Run 1, clock distribution:
Scale bar: 20 um.
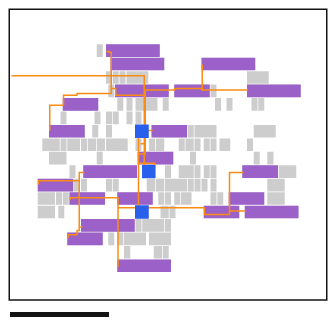
Run 1, signal metal coverage by tile:
Scale bar: 20 um. The die is cut into 13 by 12 equal tiles; white is low, dark blue is high, scaled to the fullest tile. Values are wire area over tile area, all layers added.
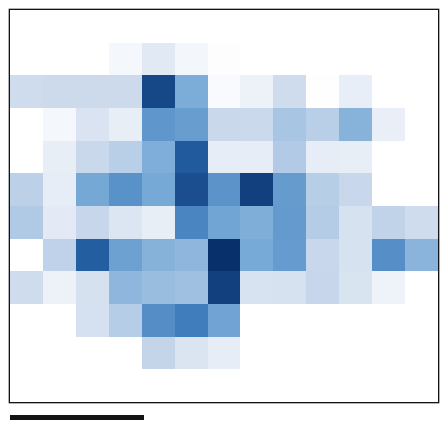
Run 1, signal wires on met3:
Cells faint in the background.
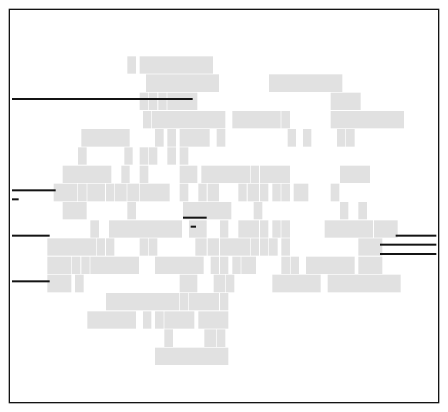
===== config.mk =====
export PLATFORM = sky130hd
export DESIGN_NAME = jk_cmd_debouncer
export DESIGN_NICKNAME = d
export VERILOG_FILES = /design/src/rtl/jk_cmd_debouncer.sv
export SDC_FILE = /design/constraint.sdc
export NUM_CORES = 1
export LEC_CHECK = 0
export ABC_AREA = 1
export ABC_CLOCK_PERIOD_IN_PS = 2100
export CAP_MARGIN = 15
export CORE_ASPECT_RATIO = 0.9
export CORE_MARGIN = 5
export CORE_UTILIZATION = 35
export CTS_CLUSTER_DIAMETER = 80
export DETAILED_ROUTE_END_ITERATION = 7
export HOLD_SLACK_MARGIN = 0.06
export SLEW_MARGIN = 20
export SYNTH_ARGS = -nofsm -noshare
export SYNTH_HDL_FRONTEND = slang
export SYNTH_SLANG_ARGS = --single-unit

===== constraint.sdc =====
create_clock -name CLK -period 2.1 [get_ports CLK]
set_input_delay 0.315 -clock CLK [delete_from_list [all_inputs] [get_ports CLK]]
set_output_delay 0.315 -clock CLK [all_outputs]
set_load 0.02 [all_outputs]

===== src/rtl/jk_cmd_debouncer.sv =====
// ---------------------------------------------------------------------------
// jk_cmd_debouncer
//
// Command stage that sits in front of the JK flip-flop block. Three raw
// pushbuttons (SET, CLR, TOG) are synchronised and debounced. Each accepted
// press turns into a single-cycle J/K command for the flip-flop. While no
// command is pending, J=K=0 so the flip-flop holds its state.
//
// Ports
//   CLK      in   system clock, rising edge
//   RST      in   synchronous active-high reset
//   BTN_SET  in   raw asynchronous button, active-high
//   BTN_CLR  in   raw asynchronous button, active-high
//   BTN_TOG  in   raw asynchronous button, active-high
//   J        out  registered J command (CLR: 0, SET: 1, TOG: 1)
//   K        out  registered K command (CLR: 1, SET: 0, TOG: 1)
//   DROP     out  one-cycle flag, a lower-priority request was discarded
//
// Parameters
//   DEB_CYCLES     consecutive stable cycles needed to accept a new level
//   CNT_W          debounce counter width, 2**CNT_W must exceed DEB_CYCLES
//   REPEAT_CYCLES  auto-repeat period, only meaningful with AUTO_REPEAT_EN
//
// Build option
//   AUTO_REPEAT_EN  when defined, a held TOG button re-issues the toggle
//                   command every REPEAT_CYCLES cycles after the first pulse.
// ---------------------------------------------------------------------------
module jk_cmd_debouncer #(
   parameter int DEB_CYCLES    = 4,
   parameter int CNT_W         = 3,
   parameter int REPEAT_CYCLES = 8
) (
   input  logic CLK,
   input  logic RST,
   input  logic BTN_SET,
   input  logic BTN_CLR,
   input  logic BTN_TOG,
   output logic J,
   output logic K,
   output logic DROP
);

   // Button index order, also the priority order (lowest index wins).
   localparam int IDX_CLR = 0;
   localparam int IDX_SET = 1;
   localparam int IDX_TOG = 2;

   localparam logic [CNT_W-1:0] DEB_LAST = CNT_W'(DEB_CYCLES - 1);

   // Reject parameter sets the counters cannot represent.
   if (DEB_CYCLES < 2 || (1 << CNT_W) <= DEB_CYCLES || REPEAT_CYCLES < 1) begin : gBadParams
      $error("jk_cmd_debouncer: illegal parameter combination");
   end

   logic [2:0]       btnRaw;
   logic [2:0]       sync1;
   logic [2:0]       sync2;
   logic [2:0]       deb;
   logic [CNT_W-1:0] cnt [3];
   logic [2:0]       rise;
   logic [2:0]       req;
   logic             repFire;

   assign btnRaw = {BTN_TOG, BTN_SET, BTN_CLR};

   // A rise is flagged in the same cycle the debounced state is about to load
   // 0->1, so the command is registered on the very edge deb changes.
   always_comb begin
      rise = '0;
      for (int i = 0; i < 3; i++) begin
         rise[i] = sync2[i] && !deb[i] && (cnt[i] == DEB_LAST);
      end
   end

   // Two-flop synchroniser followed by a stability counter per button. Any
   // cycle where the synchronised level matches the debounced one (a bounce)
   // throws away the count collected so far.
   always_ff @(posedge CLK) begin
      if (RST) begin
         sync1 <= '0;
         sync2 <= '0;
         deb   <= '0;
         for (int i = 0; i < 3; i++) begin
            cnt[i] <= '0;
         end
      end else begin
         sync1 <= btnRaw;
         sync2 <= sync1;
         for (int i = 0; i < 3; i++) begin
            if (sync2[i] == deb[i]) begin
               cnt[i] <= '0;
            end else if (cnt[i] == DEB_LAST) begin
               deb[i] <= sync2[i];
               cnt[i] <= '0;
            end else begin
               cnt[i] <= cnt[i] + CNT_W'(1);
            end
         end
      end
   end

`ifdef AUTO_REPEAT_EN
   localparam int REP_W = $clog2(REPEAT_CYCLES + 1);
   localparam logic [REP_W-1:0] REP_LAST = REP_W'(REPEAT_CYCLES - 1);

   logic [REP_W-1:0] repCnt;

   assign repFire = deb[IDX_TOG] && (repCnt == REP_LAST);

   // Repeat timer runs only while the debounced TOG level is high. It starts
   // from zero on the edge of the initial pulse, so the first repeat lands
   // exactly REPEAT_CYCLES edges later, whether or not it wins priority.
   always_ff @(posedge CLK) begin
      if (RST || !deb[IDX_TOG]) begin
         repCnt <= '0;
      end else if (repFire) begin
         repCnt <= '0;
      end else begin
         repCnt <= repCnt + REP_W'(1);
      end
   end
`else
   assign repFire = 1'b0;
`endif

   assign req = {rise[IDX_TOG] | repFire, rise[IDX_SET], rise[IDX_CLR]};

   // Output register. CLR beats SET beats TOG; any request that loses in
   // the same cycle raises DROP alongside the winning command.
   always_ff @(posedge CLK) begin
      if (RST) begin
         J    <= 1'b0;
         K    <= 1'b0;
         DROP <= 1'b0;
      end else begin
         J    <= !req[IDX_CLR] && (req[IDX_SET] || req[IDX_TOG]);
         K    <= req[IDX_CLR] || (!req[IDX_SET] && req[IDX_TOG]);
         DROP <= (req[IDX_CLR] && req[IDX_SET]) ||
                 (req[IDX_CLR] && req[IDX_TOG]) ||
                 (req[IDX_SET] && req[IDX_TOG]);
      end
   end

endmodule


==> run notes, run 1 <==
Pwr
* **internal power consumption** 0.000534 W
* **Leak** 0.505 nW
* **power per cell area** 633 mW/mm^2
* **Max IR drop VDD** 0.000379 V

STA
* **PnR worst setup slack** 566 ps
* **final-report hold violation count** 0

Logic synthesis
* **# Cells Yosys** 100
* **portion of netlist area occupied by mux cells** 0
* **parity-gate share of the synthesized area counting xor and xnor cells** 0
* **Post-Synth Adder-Cell Area** 0.137
* **largest family of logic cells by area** simple AND/OR/NAND/NOR gates
* **synthesized cell area** 916 um^2
* **YS chip area** 916 um^2
* **count of different cell masters after synthesis** 14

Run
* **tool warnings** 27
* **max-capacitance violation count** 0

CTS
* **clock-pin transition on the worst setup and hold timing paths** 110 ps
* **total of cells resized after clock tree synthesis** 0
* **total CTS buffers** 3
* **hold-fix buffer count after cts** 0
* **buffer cell driving the clock tree root** sky130_fd_sc_hd__clkbuf_4
* **Longest Clk Path Bufs** 2
* **number of sinks on the clock net** 21

Placement
* **detailed placer's ending HPWL** 1020 um
* **count of input and output buffers** 7
* **RD Place Congestion** 0.647
* **cell count after placement** 140

Worst setup path
* **endpoint arrival time on the critical path** 1220 ps
* **CP endpoint kind** output port
* **delay-heaviest family, CP** buffers and inverters
* **total buffers and inverters traversed by the critical path** 1
* **classification of the worst setup path** flop to output port
* **crit path max fanout** 1
* **startpoint of the most critical register-to-register path** cnt[1][0]

Final layout
* **post-route insts no fill** 144
* **number of diodes added for antenna fixing** 0
* **synth-to-layout area growth** 16.7%

Floorplan
* **placeable core area** 0.00249 mm^2
* **die boundary height** 58.5 um
* **I/O pin cnt** 8
* **chip area** 0.00374 mm^2

Routing
* **average vias per placed instance** 4.21
* **post-route ant nets** 0
* **drt initial violations** 12
* **drc violations** 0

Min path
* **worst hold path cell count** 2
* **worst min-delay path startpoint** sync1[1]

Status
* **run status** complete, no violations

Global route
* **overall overflow remaining after global route** 0

-- 'clock distribution' (at the start) --
[purple] flip-flops | count: 21
[orange] clock wires | length: 237 um
[blue] clock-net drivers | count: 3
routed clock nets: 4
portion of total power attributed to the clock network: 0.272
largest clock skew in the final design: 4.14 ps
insertion delay of the later-clocked pin in the worst-skew pair: 290 ps

-- 'signal metal coverage by tile' (at the start) --
nearly empty tiles: 42%
densest ninth of the die: centre
mean over tiles: 0.053
fullest tile: 0.26
total vias in the final route: 606
total global routing track utilization: 0.0780
routed wire length: 1220 um

-- 'signal wires on met3' (at the start) --
longest straight run: 26.7 um
wire length on this layer: 69.6 um
nets with wire on the layer: 9
global-route met3 utilization: 0.0229

[run 1: power by group through the flow]
stage,registers [W],clock network (W),logic [W]
3_5_place_dp,0.000455,0,0.0000474
5_1_grt,0.000447,0.000218,0.0000551
2_1_floorplan,0.000454,0,0.0000310
4_1_cts,0.000446,0.000196,0.0000476
6_report,0.000445,0.000184,0.0000468
3_3_place_gp,0.000454,0,0.0000452
[run 1: per-layer routing]
metal / up-vias / GRT usage / wire, um / part of all wire
met4: 0 / 0.0445 / 19 / 0.016
li1: 331 / - / - / -
met5: - / 0 / 0 / 0
met1: 263 / 0.0912 / 575 / 0.47
met2: 10 / 0.128 / 560 / 0.46
met3: 2 / 0.0229 / 69 / 0.056
[run 1: registers in the layout, indices dropped and copies added (netlist names)]
signal,flops
deb,3
K,1
J,1
cnt,9
DROP,1
sync1,3
sync2,3
[run 1: cells in the final DEF (no fill, tap or decap), drive strengths merged]
master | Yosys | final
nor2 | 22 | 22
nand2 | 15 | 15
clkbuf | 0 | 4
conb | 1 | 6
a21oi | 4 | 4
inv | 21 | 21
dfxtp | 12 | 12
edfxtp | 9 | 9
o21ai | 1 | 1
clkdlybuf4s50 | 0 | 7
ha | 10 | 10
buf | 1 | 1
nand3 | 4 | 4
[run 1: layout make-up]
class / count / area (um^2)
Multi-Input combinational cell: 62 / 340
Fill cell: 251 / 1420
Timing Repair Buffer: 8 / 77.6
Sequential cell: 21 / 510
Tap cell: 28 / 35.0
Inverter: 21 / 78.8
Clock buffer: 4 / 26.3
[run 1: logic make-up after synthesis]
family	Yosys count
buf+inv	22
compound gates	5
other cells	1
flops	21
simple gates	41
fa+ha+maj	10
[run 1: how the worst max path moves through the flow]
stage	start	endpoint	slack, ps
after floorplan	cnt[1][0]	cnt[1][0]	710
after global placement	cnt[1][0]	cnt[1][0]	630
after detailed placement	cnt[1][0]	cnt[1][1]	590
after CTS	J	J	540
after global routing	cnt[1][0]	cnt[1][1]	470
final	J	J	570
[run 1: Yosys cell counts]
cell	n	area, um^2
sky130_fd_sc_hd__nand2_2	2	12.5
sky130_fd_sc_hd__nor2_1	22	82.6
sky130_fd_sc_hd__a21oi_1	3	15.0
sky130_fd_sc_hd__inv_2	1	3.75
sky130_fd_sc_hd__inv_1	20	75.1
sky130_fd_sc_hd__edfxtp_1	9	270
sky130_fd_sc_hd__nand3_1	4	20.0
sky130_fd_sc_hd__o21ai_0	1	5.00
sky130_fd_sc_hd__ha_1	10	125
sky130_fd_sc_hd__dfxtp_1	12	240
sky130_fd_sc_hd__buf_2	1	5.00
sky130_fd_sc_hd__a21oi_2	1	8.76
sky130_fd_sc_hd__conb_1	1	3.75
sky130_fd_sc_hd__nand2_1	13	48.8
[run 1: worst reg2reg max path, delay by kind of cell, from the launching register on]
family	cells	cell delay [ps]
simple gates	3	380
fa+ha+maj	2	440
flops	1	400
[run 1: per-stage QoR]
stage | cell area, um^2 | hold WS (ps)
after CTS | 1070 | 413
after detailed placement | 1040 | 396
after floorplan | 935 | 388
after global placement | 1040 | 390
after global routing | 1070 | 448
final | 1070 | 411
==> run 1 -> run 2 <==
--- a/config.mk
+++ b/config.mk
@@ -6,7 +6,7 @@
 export NUM_CORES = 1
 export LEC_CHECK = 0
 export ABC_AREA = 1
-export ABC_CLOCK_PERIOD_IN_PS = 2100
+export ABC_CLOCK_PERIOD_IN_PS = 1420
 export CAP_MARGIN = 15
 export CORE_ASPECT_RATIO = 0.9
 export CORE_MARGIN = 5
==> constraint.sdc (replaced) <==
create_clock -name CLK -period 1.42 [get_ports CLK]
set_input_delay 0.213 -clock CLK [delete_from_list [all_inputs] [get_ports CLK]]
set_output_delay 0.213 -clock CLK [all_outputs]
set_load 0.02 [all_outputs]
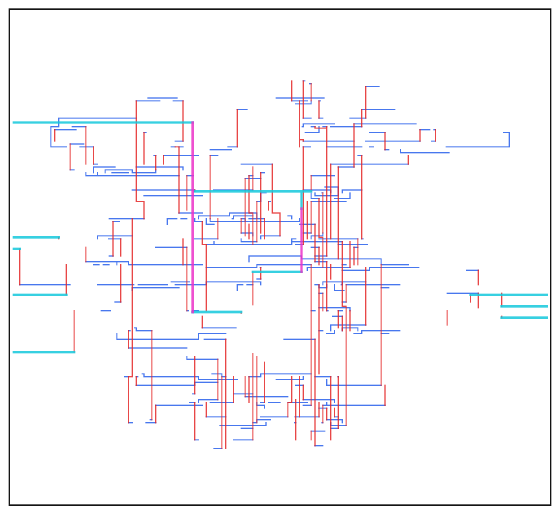
Run 2: routed metal, one colour a layer
[cyan] M3 | wire length: 87.5 um
[magenta] M4 | wire length: 29.9 um
[blue] M1 | wire length: 606 um
[red] M2 | wire length: 549 um
total vias in the final route: 604
routed wire length: 1270 um
final routed wire length divided by cell count: 8.65 um
total global routing track utilization: 0.0798

==> run 2 against run 1 <==
  * First-iteration DRC count down 83%
  * Power up 52%
  * Critical path depth up 3
  * Clock skew down 1.9 ps
  * Sequential cell count unchanged
  * Highest routed layer unchanged
  * Largest cell class unchanged
  * Combinational power up 61%
  * Worst hold slack worse by 8.9 ps
  * Largest power group unchanged
  * Wire length up 3.9%
  * Global-route usage up 0.17 points
  * Die size unchanged
  * Utilization up 1.4 points
  * Via count down 0.33%
==> run notes, run 2 <==
Status
* **run status** complete, no violations

Floorplan
* **I/O pin cnt** 8, unchanged
* **placeable core area** 0.00249 mm^2, unchanged
* **chip area** 0.00374 mm^2, unchanged

CTS
* **total CTS buffers** 3, unchanged
* **number of sinks on the clock net** 21, unchanged

Logic synthesis
* **most area-consuming cells after synthesis** sky130_fd_sc_hd__edfxtp_1 (30%), sky130_fd_sc_hd__dfxtp_1 (26%), sky130_fd_sc_hd__ha_1 (14%), sky130_fd_sc_hd__nor2_1 (9.0%), sky130_fd_sc_hd__inv_1 (8.2%)
* **count of different cell masters after synthesis** 14, unchanged
* **YS chip area** 916 um^2, unchanged
* **top-count cell post-synth** sky130_fd_sc_hd__nor2_1
* **most instantiated flip-flop cell in the synthesis netlist** sky130_fd_sc_hd__dfxtp_1
* **synthesized cell area** 916 um^2, unchanged
* **# Cells Yosys** 100, unchanged
* **number of enable flip-flop cells** 9, unchanged

Run
* **tool warnings** 27, unchanged

Pwr
* **Leak** 0.536 nW, +6.1%
* **Max IR drop VDD** 0.000586 V, +54%

Final layout
* **cell area after layout** 0.00110 mm^2, +3.2%
* **synth-to-layout area growth** 20.4%
* **top logic cell by instance count in the layout** sky130_fd_sc_hd__nor2_1
* **register containing the most flip-flops in the final layout** cnt

Routing
* **drt initial violations** 2, -10

Worst setup path
* **startpoint of the most critical register-to-register path** cnt[1][0]

run 2: cell counts after synthesis:
Identical to the previous run, type by type.
run 2: how the worst max path moves through the flow:
stage	from	end	slack, ps	cells after the start
2_1_floorplan	cnt[1][0]	cnt[1][0]	30	5
3_3_place_gp	cnt[1][0]	cnt[1][1]	40	5
3_5_place_dp	cnt[1][0]	cnt[1][1]	-2	5
4_1_cts	cnt[1][0]	cnt[1][1]	30	4
5_1_grt	cnt[1][0]	cnt[1][2]	-0.3	4
6_report	cnt[1][0]	cnt[1][1]	100	4
run 2: area by class of cell:
class / instances / area [um^2]
flip-flops and latches: 21 / 510
repair buffers: 11 / 96.3
inverters: 21 / 78.8
multi-input cells: 62 / 354
clock inverters: 1 / 5.00
clock buffers: 3 / 22.5
well taps: 28 / 35.0
fillers: 245 / 1390
run 2: tightest hold or removal path, delay by kind of cell:
kind          cells  cell delay [ps]
simple gates      1               30
buf+inv           2              440
run 2: cell families (layout without fill, tap and decap cells):
| kind of cell | Yosys count | in the layout | synth area share |
|---|---|---|---|
| flops | 21 | 21 | 0.557 |
| simple gates | 41 | 41 | 0.179 |
| compound gates | 5 | 5 | 0.0314 |
| buf+inv | 22 | 36 | 0.0915 |
| other cells | 1 | 6 | 0.00409 |
| fa+ha+maj | 10 | 10 | 0.137 |
run 2: through the flow:
step | util | hold slack [ps] | cells
after global routing | 0.443 | 405 | 147
after global placement | 0.428 | 392 | 143
final | 0.443 | 402 | 147
after detailed placement | 0.428 | 392 | 143
after CTS | 0.439 | 389 | 147
after floorplan | - | 320 | 105
run 2: power by group:
| group | internal (W) | switching [W] | total (W) | leakage (nW) |
|---|---|---|---|---|
| combinational | 0.0000350 | 0.0000404 | 0.0000754 | 0.325 |
| sequential | 0.000651 | 0.00000841 | 0.000659 | 0.193 |
| clock | 0.000105 | 0.000185 | 0.000291 | 0.0177 |
| total | 0.000791 | 0.000234 | 0.00103 | 0.536 |
run 2: routing by layer:
layer,share of wire,GRT usage,wire length [um]
met5,0,0,0
met4,0.023,0.0445,29
met3,0.068,0.0382,87
met2,0.43,0.126,549
met1,0.48,0.0881,605
run 2: timing repair:
item,CTS,global route
gates resized,5,3
pin swaps,1,1
setup endpoints to repair,6,6
endpoints found under the hold margin,0,0
==> run 2 -> run 3 <==
--- a/config.mk
+++ b/config.mk
@@ -14,6 +14,7 @@
 export CTS_CLUSTER_DIAMETER = 80
 export DETAILED_ROUTE_END_ITERATION = 7
 export HOLD_SLACK_MARGIN = 0.06
+export SKIP_LAST_GASP = 1
 export SLEW_MARGIN = 20
 export SYNTH_ARGS = -nofsm -noshare
 export SYNTH_HDL_FRONTEND = slang
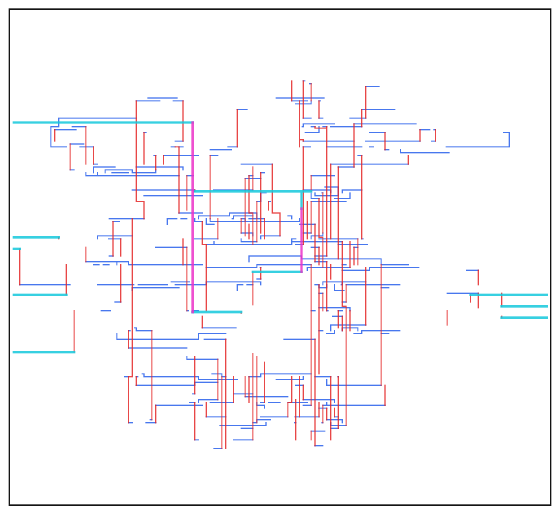
Run 3: routed metal, one colour a layer
[blue] M1 | wire length: 606 um
[magenta] M4 | wire length: 29.9 um
[cyan] M3 | wire length: 87.5 um
[red] M2 | wire length: 549 um

==> run 3 against run 2 <==
  * Utilization stayed put
  * Sequential share of layout area unchanged
  * Non-clock buffer count did not move
  * Clock power is essentially flat
  * First-iteration DRC count is the same
  * Sequential cell count is the same
  * Synthesized cell count stayed put
  * Sequential power barely moved
  * Power is the same
  * Via count unchanged
  * Critical path type unchanged
  * Critical path depth is the same
==> run notes, run 3 <==
Routing
* **drt initial violations** 2, unchanged
* **Highest Signal Layer** met4
* **wire length on met2** 549 um, unchanged
* **wire length the detailed router placed on met1** 605 um, unchanged
* **routed wire length** 1270 um, unchanged
* **routed wl met3** 87 um, unchanged
* **total vias in the final route** 604, unchanged
* **final routed wire length divided by cell count** 8.65 um, unchanged

CTS
* **total CTS buffers** 3, unchanged
* **number of sinks on the clock net** 21, unchanged

Logic synthesis
* **synthesized cell area** 916 um^2, unchanged
* **# Cells Yosys** 100, unchanged
* **most area-consuming cells after synthesis** sky130_fd_sc_hd__edfxtp_1 (30%), sky130_fd_sc_hd__dfxtp_1 (26%), sky130_fd_sc_hd__ha_1 (14%), sky130_fd_sc_hd__nor2_1 (9.0%), sky130_fd_sc_hd__inv_1 (8.2%)
* **count of different cell masters after synthesis** 14, unchanged
* **number of enable flip-flop cells** 9, unchanged
* **top-count cell post-synth** sky130_fd_sc_hd__nor2_1
* **YS chip area** 916 um^2, unchanged
* **most instantiated flip-flop cell in the synthesis netlist** sky130_fd_sc_hd__dfxtp_1
* **flop and latch count out of synthesis** 21

Final layout
* **fill count** 245, unchanged
* **register containing the most flip-flops in the final layout** cnt
* **synth-to-layout area growth** 20.4%, unchanged
* **top logic cell by instance count in the layout** sky130_fd_sc_hd__nor2_1

Floorplan
* **die boundary height** 58.5 um
* **chip area** 0.00374 mm^2, unchanged
* **I/O pin cnt** 8, unchanged
* **placeable core area** 0.00249 mm^2, unchanged

Run
* **tool warnings** 27, unchanged

STA
* **setup total negative slack** 0 ps
* **Final Critical Period** 1320 ps

Pwr
* **Leak** 0.536 nW, unchanged
* **Max IR drop VDD** 0.000586 V, unchanged

Global route
* **total global routing track utilization** 0.0798, unchanged
* **first-pass GRT wire length** 2320 um

Placement
* **count of input and output buffers** 7

Worst setup path
* **Critical path origin** cnt[1][0]
* **startpoint of the most critical register-to-register path** cnt[1][0]
* **crit path max fanout** 3

Status
* **run status** complete, no violations

run 3: layout make-up:
| cell class | instances | area (um^2) | area share |
|---|---|---|---|
| Clock buffer | 3 | 22.5 | 0.0204 |
| Clock inverter | 1 | 5.00 | 0.00454 |
| Inverter | 21 | 78.8 | 0.0715 |
| Multi-Input combinational cell | 62 | 354 | 0.321 |
| Sequential cell | 21 | 510 | 0.463 |
| Tap cell | 28 | 35.0 | 0.0318 |
| Timing Repair Buffer | 11 | 96.3 | 0.0874 |
run 3: logic make-up after synthesis:
| logic type | share of synthesized area |
|---|---|
| AOI/OAI and AO/OA | 0.0314 |
| adders and majority gates | 0.137 |
| buffers and inverters | 0.0915 |
| DFF | 0.557 |
| other | 0.00409 |
| and+or+nand+nor | 0.179 |
run 3: through the flow:
| stage | utilization | hold slack, ps | cells |
|---|---|---|---|
| 2_1_floorplan | - | 320 | 105 |
| 3_3_place_gp | 0.428 | 392 | 143 |
| 3_5_place_dp | 0.428 | 392 | 143 |
| 4_1_cts | 0.439 | 389 | 147 |
| 5_1_grt | 0.443 | 405 | 147 |
| 6_report | 0.443 | 402 | 147 |
run 3: how the worst max path moves through the flow:
stage	end	slack, ps	depth (start not counted)
after floorplan	cnt[1][0]	30	5
after global placement	cnt[1][1]	40	5
after detailed placement	cnt[1][1]	-2	5
after CTS	cnt[1][1]	30	4
after global routing	cnt[1][2]	-0.3	4
final	cnt[1][1]	100	4
run 3: report_power, final:
part | switching, W | internal [W] | leakage (nW)
registers | 0.00000841 | 0.000651 | 0.193
clock network | 0.000185 | 0.000105 | 0.0177
logic | 0.0000404 | 0.0000350 | 0.325
total | 0.000234 | 0.000791 | 0.536
run 3: per-layer routing:
layer | vias to the layer above | GRT usage
li1 | 337 | -
met5 | - | 0
met3 | 4 | 0.0382
met1 | 252 | 0.0881
met4 | 0 | 0.0445
met2 | 11 | 0.126
run 3: what timing repair did:
action | 4_1_cts | 5_1_grt
pin swaps | 1 | 1
endpoints found under the setup margin | 6 | 6
resized | 5 | 3
run 3: critical path, stage by stage, from the launching register on:
cell,delay (ps)
sky130_fd_sc_hd__edfxtp_1,420
sky130_fd_sc_hd__ha_2,200
sky130_fd_sc_hd__ha_1,210
sky130_fd_sc_hd__o21ai_2,130
sky130_fd_sc_hd__nand3_2,120
No activity file was given, so power comes from the tool's default toggle rates.
